### src/rtl/sequence_rng_memory_if.sv
`default_nettype none
// ============================================================================
// Module      : sequence_rng_memory_if
// Description : Bus between the game controller and the sequence/RNG memory
//               stage. It carries the request strobes from the controller and
//               the display and question results back to it.
//               master : controller side (drives request_seq, request_Q)
//               slave  : sequence_rng_memory side (drives all results)
//               Signals:
//                 request_seq   level, request generation and display
//                 request_Q     pulse, request a question symbol
//                 sequence_done sequence generated and fully shown
//                 rand_Q        question symbol        (DATA_W)
//                 q_valid       one-cycle pulse when rand_Q is updated
//                 q_idx         memory index of rand_Q (IDX_W)
//                 disp_en       a symbol is being shown
//                 disp_idx      position of the shown symbol (IDX_W)
//                 disp_val      shown symbol           (DATA_W)
// Revision    : 1.0 - initial release
// ============================================================================
interface sequence_rng_memory_if #(
    parameter int DATA_W = 3,
    parameter int IDX_W  = 3
);
    logic              request_seq;
    logic              request_Q;
    logic              sequence_done;
    logic [DATA_W-1:0] rand_Q;
    logic              q_valid;
    logic [IDX_W-1:0]  q_idx;
    logic              disp_en;
    logic [IDX_W-1:0]  disp_idx;
    logic [DATA_W-1:0] disp_val;

    modport master (
        output request_seq,
        output request_Q,
        input  sequence_done,
        input  rand_Q,
        input  q_valid,
        input  q_idx,
        input  disp_en,
        input  disp_idx,
        input  disp_val
    );

    modport slave (
        input  request_seq,
        input  request_Q,
        output sequence_done,
        output rand_Q,
        output q_valid,
        output q_idx,
        output disp_en,
        output disp_idx,
        output disp_val
    );
endinterface
`default_nettype wire

### src/rtl/sequence_rng_memory.sv
`default_nettype none
// ============================================================================
// Module      : sequence_rng_memory
// Description : Generates a SEQ_LEN-entry pseudo-random symbol sequence from a
//               free-running 16-bit Galois LFSR, stores it, shows it one
//               symbol at a time (SHOW_CYCLES cycles each) and then flags
//               sequence_done. On request_Q (in IDLE/DONE only) it returns a
//               pseudo-randomly chosen stored entry with 1-cycle latency.
//               Ports:
//                 clk  clock
//                 rst  synchronous reset, active low
//                 bus  sequence_rng_memory_if.slave (requests in, display and
//                      question results out); its DATA_W/IDX_W must match
//                      this module's parameters.
//               Parameter limits: 2 <= SEQ_LEN <= 8,
//               SEQ_LEN <= 2**IDX_W <= 2*SEQ_LEN, SHOW_CYCLES >= 1,
//               SEED != 0.
// Revision    : 1.0 - initial release
// ============================================================================
module sequence_rng_memory #(
    parameter int          SEQ_LEN     = 5,
    parameter int          DATA_W      = 3,
    parameter int          IDX_W       = 3,
    parameter int          SHOW_CYCLES = 50000000,
    parameter logic [15:0] SEED        = 16'hACE1
) (
    input  wire logic                  clk,
    input  wire logic                  rst,
    sequence_rng_memory_if.slave       bus
);

    // Memory is sized to the full index space so any IDX_W-bit index is
    // in range; only the first SEQ_LEN entries are ever written.
    localparam int                c_MEM_DEPTH   = 1 << IDX_W;
    localparam int                c_CNT_W       = (SHOW_CYCLES > 1) ? $clog2(SHOW_CYCLES) : 1;
    localparam logic [IDX_W-1:0]  c_LAST_IDX    = IDX_W'(SEQ_LEN - 1);
    localparam logic [IDX_W:0]    c_SEQ_LEN_EXT = (IDX_W + 1)'(SEQ_LEN);
    localparam logic [c_CNT_W-1:0] c_HOLD_LAST  = c_CNT_W'(SHOW_CYCLES - 1);
    localparam logic [15:0]       c_LFSR_MASK   = 16'hB400;

    typedef enum logic [1:0] {
        S_IDLE = 2'd0,
        S_GEN  = 2'd1,
        S_SHOW = 2'd2,
        S_DONE = 2'd3
    } state_t;

    state_t              state_q, state_d;
    logic [15:0]         lfsr_q, lfsr_d;
    logic [IDX_W-1:0]    wr_idx_q, wr_idx_d;
    logic [c_CNT_W-1:0]  hold_cnt_q, hold_cnt_d;
    logic [DATA_W-1:0]   mem_q [c_MEM_DEPTH];

    logic                seq_done_q, seq_done_d;
    logic                disp_en_q, disp_en_d;
    logic [IDX_W-1:0]    disp_idx_q, disp_idx_d;
    logic [DATA_W-1:0]   disp_val_q, disp_val_d;
    logic [DATA_W-1:0]   rand_q_q, rand_q_d;
    logic [IDX_W-1:0]    q_idx_q, q_idx_d;
    logic                q_valid_q, q_valid_d;

    logic                w_mem_we;
    logic [IDX_W:0]      w_v_ext;
    logic [IDX_W-1:0]    w_pick_idx;

    // Fold the low LFSR bits into 0..SEQ_LEN-1. A single subtraction is
    // enough because 2**IDX_W never exceeds 2*SEQ_LEN.
    assign w_v_ext    = {1'b0, lfsr_q[IDX_W-1:0]};
    assign w_pick_idx = (w_v_ext < c_SEQ_LEN_EXT) ? lfsr_q[IDX_W-1:0]
                                                  : IDX_W'(w_v_ext - c_SEQ_LEN_EXT);

    // Galois LFSR, advances every cycle out of reset regardless of state.
    assign lfsr_d = lfsr_q[0] ? ((lfsr_q >> 1) ^ c_LFSR_MASK) : (lfsr_q >> 1);

    always_comb begin
        state_d    = state_q;
        wr_idx_d   = wr_idx_q;
        hold_cnt_d = hold_cnt_q;
        seq_done_d = seq_done_q;
        disp_en_d  = disp_en_q;
        disp_idx_d = disp_idx_q;
        disp_val_d = disp_val_q;
        rand_q_d   = rand_q_q;
        q_idx_d    = q_idx_q;
        q_valid_d  = 1'b0;
        w_mem_we   = 1'b0;

        case (state_q)
            S_IDLE: begin
                seq_done_d = 1'b0;
                disp_en_d  = 1'b0;
                if (bus.request_seq) begin
                    state_d  = S_GEN;
                    wr_idx_d = '0;
                end
            end
            S_GEN: begin
                if (!bus.request_seq) begin
                    // Abort keeps whatever was already written.
                    state_d    = S_IDLE;
                    disp_en_d  = 1'b0;
                    seq_done_d = 1'b0;
                end else begin
                    w_mem_we = 1'b1;
                    wr_idx_d = wr_idx_q + IDX_W'(1);
                    if (wr_idx_q == c_LAST_IDX) begin
                        // Entry 0 was written on the first GEN cycle.
                        state_d    = S_SHOW;
                        disp_idx_d = '0;
                        disp_val_d = mem_q[0];
                        disp_en_d  = 1'b1;
                        hold_cnt_d = '0;
                    end
                end
            end
            S_SHOW: begin
                if (!bus.request_seq) begin
                    state_d    = S_IDLE;
                    disp_en_d  = 1'b0;
                    seq_done_d = 1'b0;
                end else if (hold_cnt_q == c_HOLD_LAST) begin
                    hold_cnt_d = '0;
                    if (disp_idx_q == c_LAST_IDX) begin
                        state_d    = S_DONE;
                        disp_en_d  = 1'b0;
                        seq_done_d = 1'b1;
                    end else begin
                        disp_idx_d = disp_idx_q + IDX_W'(1);
                        disp_val_d = mem_q[disp_idx_q + IDX_W'(1)];
                    end
                end else begin
                    hold_cnt_d = hold_cnt_q + c_CNT_W'(1);
                end
            end
            S_DONE: begin
                if (!bus.request_seq) begin
                    state_d    = S_IDLE;
                    seq_done_d = 1'b0;
                end
            end
            default: begin
                state_d = S_IDLE;
            end
        endcase

        // Questions are only served while the memory is stable. A read in
        // the same IDLE cycle that starts GEN sees the old contents.
        if (((state_q == S_IDLE) || (state_q == S_DONE)) && bus.request_Q) begin
            q_valid_d = 1'b1;
            q_idx_d   = w_pick_idx;
            rand_q_d  = mem_q[w_pick_idx];
        end
    end

    always_ff @(posedge clk) begin
        if (!rst) begin
            state_q    <= S_IDLE;
            lfsr_q     <= SEED;
            wr_idx_q   <= '0;
            hold_cnt_q <= '0;
            seq_done_q <= 1'b0;
            disp_en_q  <= 1'b0;
            disp_idx_q <= '0;
            disp_val_q <= '0;
            rand_q_q   <= '0;
            q_idx_q    <= '0;
            q_valid_q  <= 1'b0;
        end else begin
            state_q    <= state_d;
            lfsr_q     <= lfsr_d;
            wr_idx_q   <= wr_idx_d;
            hold_cnt_q <= hold_cnt_d;
            seq_done_q <= seq_done_d;
            disp_en_q  <= disp_en_d;
            disp_idx_q <= disp_idx_d;
            disp_val_q <= disp_val_d;
            rand_q_q   <= rand_q_d;
            q_idx_q    <= q_idx_d;
            q_valid_q  <= q_valid_d;
        end
    end

    always_ff @(posedge clk) begin
        if (!rst) begin
            for (int i = 0; i < c_MEM_DEPTH; i++) begin
                mem_q[i] <= '0;
            end
        end else if (w_mem_we) begin
            mem_q[wr_idx_q] <= lfsr_q[DATA_W-1:0];
        end
    end

    assign bus.sequence_done = seq_done_q;
    assign bus.disp_en       = disp_en_q;
    assign bus.disp_idx      = disp_idx_q;
    assign bus.disp_val      = disp_val_q;
    assign bus.rand_Q        = rand_q_q;
    assign bus.q_idx         = q_idx_q;
    assign bus.q_valid       = q_valid_q;

endmodule
`default_nettype wire

### src/flat_wrapper.sv
// flat-port wrapper written by rule: the top's interface ports become plain ports
module sequence_rng_memory_flat 
#(
    parameter int          SEQ_LEN     = 5,
    parameter int          DATA_W      = 3,
    parameter int          IDX_W       = 3,
    parameter int          SHOW_CYCLES = 50000000,
    parameter logic [15:0] SEED        = 16'hACE1
)
  (clk, rst, bus_request_seq, bus_request_Q, bus_sequence_done, bus_rand_Q, bus_q_valid, bus_q_idx, bus_disp_en, bus_disp_idx, bus_disp_val);
  sequence_rng_memory_if #(.DATA_W(DATA_W), .IDX_W(IDX_W)) bus_i ();
  input  wire logic clk;
  input  wire logic rst;
  input wire logic [$bits(bus_i.request_seq)-1:0] bus_request_seq;
  input wire logic [$bits(bus_i.request_Q)-1:0] bus_request_Q;
  output wire logic [$bits(bus_i.sequence_done)-1:0] bus_sequence_done;
  output wire logic [$bits(bus_i.rand_Q)-1:0] bus_rand_Q;
  output wire logic [$bits(bus_i.q_valid)-1:0] bus_q_valid;
  output wire logic [$bits(bus_i.q_idx)-1:0] bus_q_idx;
  output wire logic [$bits(bus_i.disp_en)-1:0] bus_disp_en;
  output wire logic [$bits(bus_i.disp_idx)-1:0] bus_disp_idx;
  output wire logic [$bits(bus_i.disp_val)-1:0] bus_disp_val;
  assign bus_i.request_seq = bus_request_seq;
  assign bus_i.request_Q = bus_request_Q;
  assign bus_sequence_done = bus_i.sequence_done;
  assign bus_rand_Q = bus_i.rand_Q;
  assign bus_q_valid = bus_i.q_valid;
  assign bus_q_idx = bus_i.q_idx;
  assign bus_disp_en = bus_i.disp_en;
  assign bus_disp_idx = bus_i.disp_idx;
  assign bus_disp_val = bus_i.disp_val;
  sequence_rng_memory #(.SEQ_LEN(SEQ_LEN), .DATA_W(DATA_W), .IDX_W(IDX_W), .SHOW_CYCLES(SHOW_CYCLES), .SEED(SEED)) u_core (.clk(clk), .rst(rst), .bus(bus_i));
endmodule
### config.mk
export PLATFORM = sky130hd
export DESIGN_NAME = sequence_rng_memory_flat
export DESIGN_NICKNAME = d
export VERILOG_FILES = /design/src/rtl/sequence_rng_memory_if.sv /design/src/rtl/sequence_rng_memory.sv /design/src/flat_wrapper.sv
export SDC_FILE = /design/constraint.sdc
export NUM_CORES = 1
export LEC_CHECK = 0
export CORE_MARGIN = 3
export CORE_UTILIZATION = 50
export CTS_BUF_LIST = sky130_fd_sc_hd__clkbuf_4 sky130_fd_sc_hd__clkbuf_8
export DETAILED_ROUTE_END_ITERATION = 10
export GPL_ROUTABILITY_DRIVEN = 0
export PLACE_DENSITY = 0.71
export SYNTH_ARGS = -nofsm -noshare
export SYNTH_HDL_FRONTEND = slang
export SYNTH_SLANG_ARGS = --single-unit
### constraint.sdc
create_clock -name clk -period 1.8 [get_ports clk]
set_input_delay 0.18 -clock clk [delete_from_list [all_inputs] [get_ports clk]]
set_output_delay 0.18 -clock clk [all_outputs]
set_load 0.02 [all_outputs]
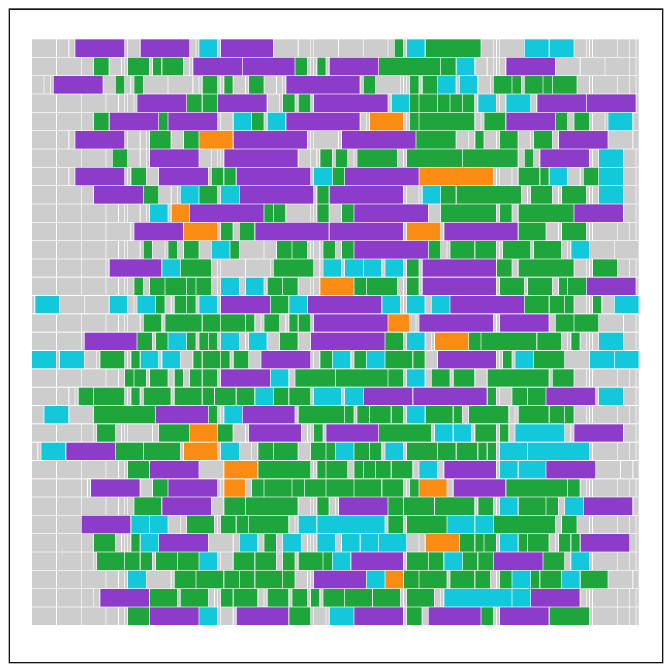
Fig. 1. Placement by cell class (run 1).
Fill, decap, tap and diode cells in gray.
sequential cells: shown in purple, cells 86, share of their area 36%. clock drivers and dummy loads: shown in orange, cells 16, share of their area 3.8%. combinational and other logic: shown in green, cells 303, share of their area 44%. remaining buffers and delay cells: shown in cyan, cells 103, share of their area 16%.

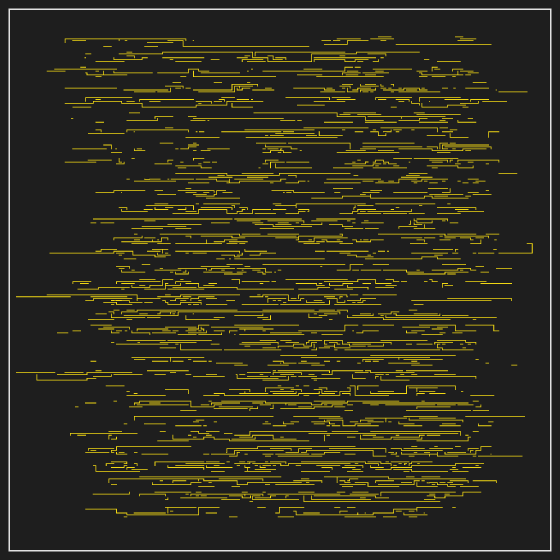
Fig. 2. Signal wires on met1 (run 1).
The wires run mostly horizontal. The longest straight run is 29.0 microns.

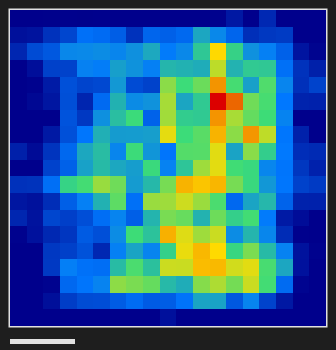
Fig. 3. Wire density map (run 1).
The bar under the picture is 20 microns long. The die is cut into 19 by 19 equal tiles; dark blue is low, red is high, scaled to the fullest tile. Values are wire area over tile area, all layers added.
The fullest tile reaches 0.76. The mean over all tiles is 0.21. 20% of the tiles are nearly empty. The emptiest ninth of the die: lower left. The densest ninth of the die: center.

==> metrics.csv, run 1 <==
stage;metric;value;unit
status;outcome;finished with violations;
status;failing checks;setup timing;
grt;All-Layer GR Usage;23.12;%
routing;WL final;11.75;mm
critical_path;crit path from;u_core.hold_cnt_q[0];
critical_path;critical path required time;2090;ps
clocking;H-tree depth;3;
finish;Largest regs;u_core.hold_cnt_q (26), u_core.mem_q (24), u_core.lfsr_q (16);
routing;detailed-route via count;3746;
finish;most frequent logic cell in the layout;buf_4;
floorplanning;width of the die;96.79;microns
final_timing;final number of setup-violating endpoints;34;
routing;DRT Pass-1 Iters;4;
critical_path;kind of critical path;reg -> reg;
synthesis;Main area contributors;dfxtp_1 (30%), edfxtp_1 (17%), mux4_2 (4.4%), nor2_1 (3.2%), xor2_1 (3.2%);
final_timing;post-route setup slack;-172.5;ps
clocking;clk buf depth;2;
clocking;cts bufs inserted;9;
clocking;# hold bufs at CTS;0;
floorplanning;Cell Rows;32;
finish;Top Layout Cells;buf_4 (76), dfxtp_1 (47), nand2_1 (31), edfxtp_1 (24), nor3_1 (21);
grt;first-pass GRT wire length;17.70;mm
synthesis;Max-area cell share;30.12;%
-- run 1: stage by stage --
| step | setup WS [ps] | total power (W) |
|---|---|---|
| 2_1_floorplan | -79.81 | 0.002340 |
| 3_3_place_gp | -85.88 | 0.002470 |
| 3_5_place_dp | -155.5 | 0.002484 |
| 4_1_cts | -71.74 | 0.003937 |
| 5_1_grt | -215.7 | 0.004138 |
| 6_report | -172.5 | 0.003984 |
-- run 1: layer usage --
layer	GRT usage, %	vias up
met4	8.963	0
met2	34.71	216
met3	5.479	47
li1	-	1681
met1	32.35	1802
met5	0	-
-- run 1: cell type report --
type | count | area [sq um] | area share, %
clock buffers | 9 | 123.9 | 2.184
clock inverters | 7 | 85.08 | 1.500
inverters | 11 | 41.29 | 0.7278
multi-input cells | 292 | 2405 | 42.39
flip-flops and latches | 86 | 1983 | 34.96
well taps | 102 | 127.6 | 2.250
repair buffers | 103 | 907.1 | 15.99
-- run 1: timing repair --
item,CTS,global route
buffers inserted,8,10
resized,24,75
pin swaps,16,35
endpoints found under the setup margin,16,38
gates cloned,2,2
-- run 1: report_power, final --
| part | switching, W | internal, W | total (W) |
|---|---|---|---|
| Sequential | 0.0000442 | 0.00205 | 0.00209 |
| Clock | 0.000797 | 0.000671 | 0.00147 |
| Combinational | 0.000222 | 0.000203 | 0.000425 |
| Total | 0.00106 | 0.00292 | 0.00398 |
-- run 1: kinds of logic after synthesis --
logic type               Yosys count  share of synthesized area [%]
AND/OR/NAND/NOR                  173                          22.40
flip-flops                        86                          47.60
AND-OR/OR-AND                     61                          9.867
buffers and inverters             34                          3.491
XOR/XNOR                          24                          5.100
multiplexers                      23                          8.500
adder cells (fa/ha/maj)           10                          3.036
Fig. 4: run 1, the clock network
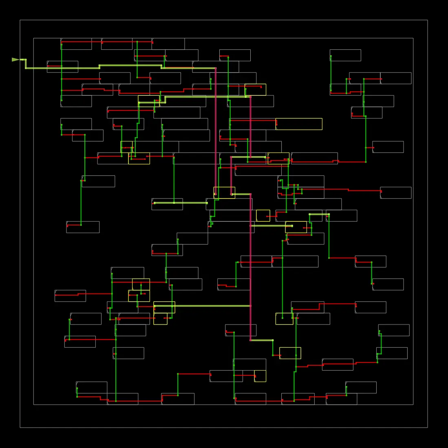

==> run 2: changes to the inputs <==
--- a/config.mk
+++ b/config.mk
@@ -5,6 +5,7 @@
 export SDC_FILE = /design/constraint.sdc
 export NUM_CORES = 1
 export LEC_CHECK = 0
+export CORE_ASPECT_RATIO = 1.2
 export CORE_MARGIN = 3
 export CORE_UTILIZATION = 50
 export CTS_BUF_LIST = sky130_fd_sc_hd__clkbuf_4 sky130_fd_sc_hd__clkbuf_8
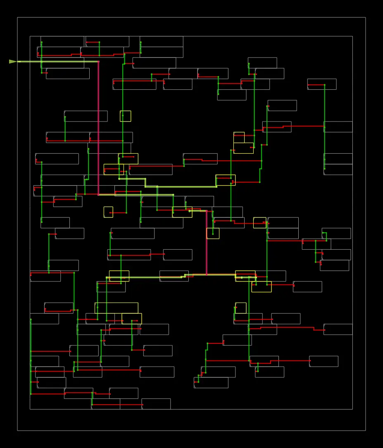
Fig. 5. The clock network (run 2).
number of clock buffers in the layout: 10
clock skew: 10.80 ps
clk sinks: 86

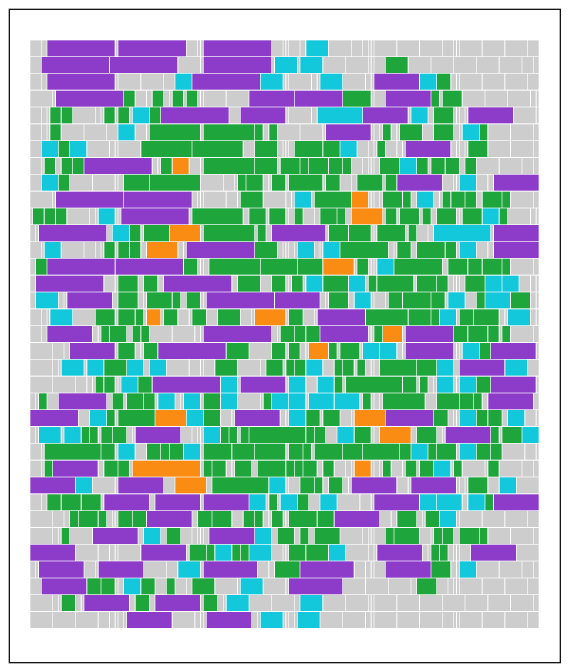
Fig. 6. Placement by cell class (run 2).
Fill, decap, tap and diode cells in gray.
combinational and other logic: shown in green, cells 302, share of their area 43%. sequential cells: shown in purple, cells 86, share of their area 37%. clock drivers and dummy loads: shown in orange, cells 16, share of their area 3.8%. remaining buffers and delay cells: shown in cyan, cells 101, share of their area 16%.

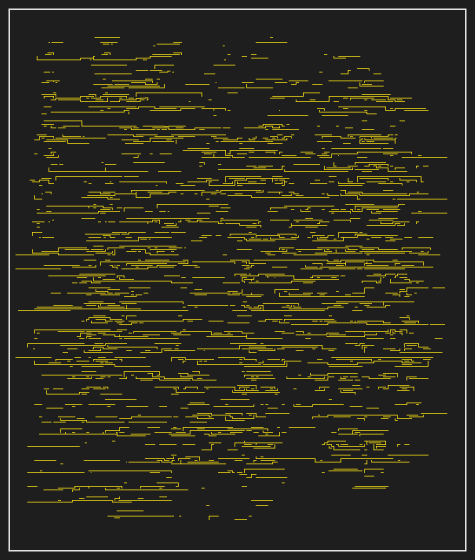
Fig. 7. Signal wires on met1 (run 2).
The longest straight run is 22.1 microns. The layer holds 40% of the routed length.

==> metrics.csv, run 2 <==
stage;metric;value;unit;change
status;outcome;finished with violations;;
synthesis;Max-area cell share;30.12;%;unchanged
final_timing;post-route setup slack;-63.11;ps;+109.4 ps
grt;grt met2 use;39.70;%;+5.0 points
critical_path;kind of critical path;reg -> reg;;
finish;Largest regs;u_core.hold_cnt_q (26), u_core.mem_q (24), u_core.lfsr_q (16);;
placed_design;Post-Place Worst Slack;-116.4;ps;+39.13 ps
critical_path;critical path required time;2080;ps;about the same
finish;Top Layout Cells;buf_4 (77), dfxtp_1 (50), nor2_1 (34), nand2_1 (30), edfxtp_1 (24);;
routing;detailed-route via count;3463;;-7.6%
grt;first-pass GRT wire length;16.43;mm;-7.2%
synthesis;Main area contributors;dfxtp_1 (30%), edfxtp_1 (17%), mux4_2 (4.4%), nor2_1 (3.2%), xor2_1 (3.2%);;
power_and_ir_drop;Clk network pwr share;36.2;%;-0.6 points
grt;All-Layer GR Usage;22.28;%;-0.84 points
status;failing checks;setup timing;;
clocking;# hold bufs at CTS;0;;unchanged
power_and_ir_drop;Sw Ratio;25.17;%;-1.5 points
final_timing;final number of setup-violating endpoints;22;;-35%
clocking;cts bufs inserted;9;;unchanged
finish;most frequent logic cell in the layout;buf_4;;
grt;grt met1 use;26.19;%;-6.2 points
## run 2: final timing paths
path,cells after the start,startpoint,endpoint,slack (ps)
max,5,u_core.hold_cnt_q[19],u_core.bus.disp_en,-60
min,1,u_core.lfsr_q[12],u_core.lfsr_q[11],410
max reg2reg,5,u_core.hold_cnt_q[19],u_core.bus.disp_en,-60
min reg2reg,1,u_core.lfsr_q[12],u_core.lfsr_q[11],410
## run 2: what timing repair did
action | in CTS | in global routing
buffers inserted | 4 | 4
pin swaps | 9 | 16
endpoints found under the hold margin | 0 | 0
resized | 21 | 35
cloned | 0 | 2
setup endpoints to repair | 28 | 39
## run 2: cells by family (layout without fill, tap and decap cells)
logic type	Yosys count	in the layout	share of synthesized area, %
buffers and inverters	34	128	3.491
AND-OR/OR-AND	61	61	9.867
adder cells (fa/ha/maj)	10	10	3.036
flip-flops	86	86	47.60
XOR/XNOR	24	24	5.100
AND/OR/NAND/NOR	173	173	22.40
multiplexers	23	23	8.500
## run 2: area by class of cell
cell class / count / area (sq um) / area share [%]
Multi-Input combinational cell: 291 / 2233 / 41.15
Clock buffer: 10 / 131.4 / 2.420
Timing Repair Buffer: 101 / 848.3 / 15.63
Tap cell: 92 / 115.1 / 2.121
Inverter: 11 / 43.79 / 0.8068
Sequential cell: 86 / 1987 / 36.61
Clock inverter: 6 / 68.82 / 1.268
## run 2: power by group through the flow
stage | combinational, W | clock [W] | sequential, W
CTS | 0.000362 | 0.00141 | 0.00209
finish | 0.000387 | 0.00140 | 0.00208
global placement | 0.000351 | 0 | 0.00213
floorplan | 0.000208 | 0 | 0.00213
detailed placement | 0.000357 | 0 | 0.00213
global route | 0.000417 | 0.00151 | 0.00209
## run 2: critical path, delay by kind of cell, from the launching register on
family	cells	cell delay, ps
AOI/OAI and AO/OA	2	500
DFF	1	400
and+or+nand+nor	3	890
==> run 3: changes to the inputs <==
--- a/config.mk
+++ b/config.mk
@@ -5,6 +5,7 @@
 export SDC_FILE = /design/constraint.sdc
 export NUM_CORES = 1
 export LEC_CHECK = 0
+export CAP_MARGIN = 0
 export CORE_ASPECT_RATIO = 1.2
 export CORE_MARGIN = 3
 export CORE_UTILIZATION = 50
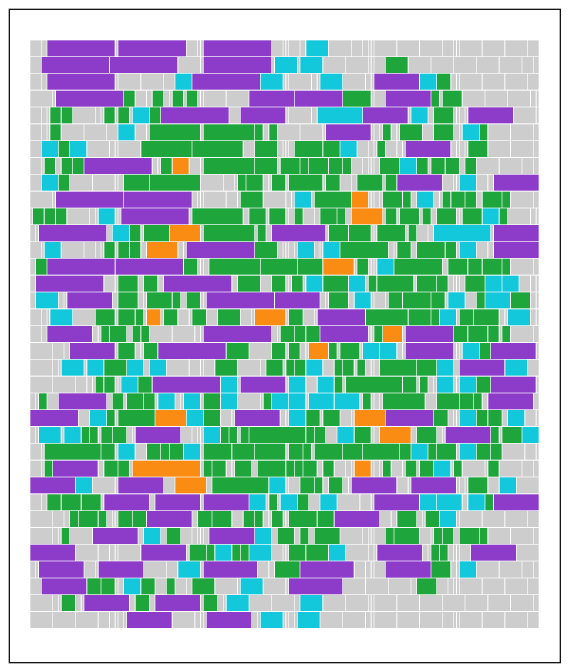
Fig. 8. Placement by cell class (run 3).
Fill, decap, tap and diode cells in gray.
clock drivers and dummy loads: shown in orange, cells 16, share of their area 3.8%. remaining buffers and delay cells: shown in cyan, cells 101, share of their area 16%. sequential cells: shown in purple, cells 86, share of their area 37%. combinational and other logic: shown in green, cells 302, share of their area 43%.

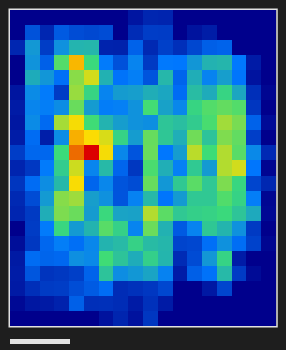
Fig. 9. Wire density map (run 3).
The bar under the picture is 20 microns long. The die is cut into 18 by 21 equal tiles; dark blue is low, red is high, scaled to the fullest tile. Values are wire area over tile area, all layers added.
The fullest tile reaches 0.70. 13% of the tiles are over half the peak. 18% of the tiles are nearly empty. The mean over all tiles is 0.18. The emptiest ninth of the die: lower right.

==> metrics.csv, run 3 <==
stage;metric;value;unit;change
clocking;clk sinks;86;;unchanged
clocking;Clock Latency Late Sink;350;ps;
synthesis;Main area contributors;dfxtp_1 (30%), edfxtp_1 (17%), mux4_2 (4.4%), nor2_1 (3.2%), xor2_1 (3.2%);;
grt;largest net degree at the start of global routing;26;;
power_and_ir_drop;IR drop worst, VDD;596.9;uV;
final_timing;final number of setup-violating endpoints;22;;unchanged
grt;grt ovf;0;;
critical_path;R2R setup slack;-60;ps;about the same
clocking;# hold bufs at CTS;0;;unchanged
grt;first-pass GRT wire length;16.43;mm;unchanged
power_and_ir_drop;leakage power;1.982;nW;
power_and_ir_drop;Sequential Power;0.00208;W;about the same
power_and_ir_drop;Clk network pwr share;36.2;%;about the same
final_timing;post-route setup slack;-63.11;ps;unchanged
synthesis;Max-area cell share;30.12;%;unchanged
placed_design;Post-Place Worst Slack;-116.4;ps;unchanged
finish;Top Layout Cells;buf_4 (77), dfxtp_1 (50), nor2_1 (34), nand2_1 (30), edfxtp_1 (24);;
final_timing;clock skew;10.80;ps;unchanged
critical_path;kind of critical path;reg -> reg;;
finish;Largest regs;u_core.hold_cnt_q (26), u_core.mem_q (24), u_core.lfsr_q (16);;
final_timing;Worst Tran Pin Value;418.0;ps;
power_and_ir_drop;Clk power;0.00140;W;about the same
critical_path;Critical Path End Type;flip-flop;;
status;outcome;finished with violations;;
power_and_ir_drop;P_comb;0.000387;W;about the same
finish;most frequent logic cell in the layout;buf_4;;
routing;1st-iter DRT viols;267;;
status;failing checks;setup timing;;
power_and_ir_drop;power density cells;713.4;mW/mm^2;
routing;ANT nets after route;0;;
synthesis;Mean Syn Cell Area;10.03;sq um;
grt;All-Layer GR Usage;22.28;%;unchanged
clocking;cts bufs inserted;9;;unchanged
final_timing;post-route clock period utilization;103.5;%;
final_timing;TNS Setup;-462.0;ps;
power_and_ir_drop;largest power group;registers;;
final_timing;Max Clk Rate;536.7;MHz;
routing;detailed-route via count;3463;;unchanged
critical_path;critical path required time;2080;ps;about the same
finish;Area growth, synth to finish;31.69;%;
final_timing;Final Max Slew Viols;0;;
routing;wire length per cell;17.44;microns;
power_and_ir_drop;Sw Ratio;25.17;%;unchanged
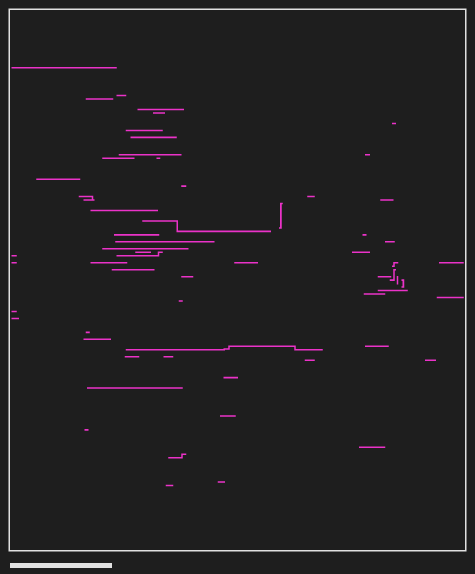
Fig. 10. M3 wires (run 3).
The bar under the picture is 20 microns long.
The layer holds 3.3% of the routed length. The longest straight run is 20.2 microns. The layer carries 342 microns of wire. The wires run mostly horizontal.

-- run 3: cell counts in the layout (fill, tap and decap cells not counted) --
No cell type changed its count.
-- run 3: what timing repair did --
action | 4_1_cts | 5_1_grt
gates resized | 21 | 35
setup endpoints to repair | 28 | 39
gates cloned | 0 | 2
buffers inserted | 4 | 4
pin swaps | 9 | 16
-- run 3: worst max-delay path, cell delays in order, from the launching register on --
cell and delay, ps:
dfxtp_1 400, nor4bb_1 270, nand4_1 210, o31a_1 370, or4_1 410, a31oi_1 130
-- run 3: metal layers --
layer | track usage [%] | share of wire, %
met1 | 26.19 | 40
met2 | 39.70 | 53
met3 | 4.378 | 3.3
met4 | 7.127 | 3.7
met5 | 0 | 0
-- run 3: worst paths after layout --
path | to | depth (start not counted) | from
hold reg to reg | u_core.lfsr_q[11] | 1 | u_core.lfsr_q[12]
setup reg to reg | u_core.bus.disp_en | 5 | u_core.hold_cnt_q[19]
hold / removal | u_core.lfsr_q[11] | 1 | u_core.lfsr_q[12]
setup / recovery | u_core.bus.disp_en | 5 | u_core.hold_cnt_q[19]
-- run 3: layout make-up --
class                   count  area, sq um  area share (%)
inverters                  11        43.79          0.8068
flip-flops and latches     86         1987           36.61
well taps                  92        115.1           2.121
repair buffers            101        848.3           15.63
clock buffers              10        131.4           2.420
clock inverters             6        68.82           1.268
multi-input cells         291         2233           41.15
-- run 3: cells by family after synthesis --
| kind of cell | count (synthesis) | synth area share [%] |
|---|---|---|
| mux | 23 | 8.500 |
| xor+xnor | 24 | 5.100 |
| buf+inv | 34 | 3.491 |
| flops | 86 | 47.60 |
| simple gates | 173 | 22.40 |
| fa+ha+maj | 10 | 3.036 |
| compound gates | 61 | 9.867 |
No activity file was given, so power comes from the tool's default toggle rates.
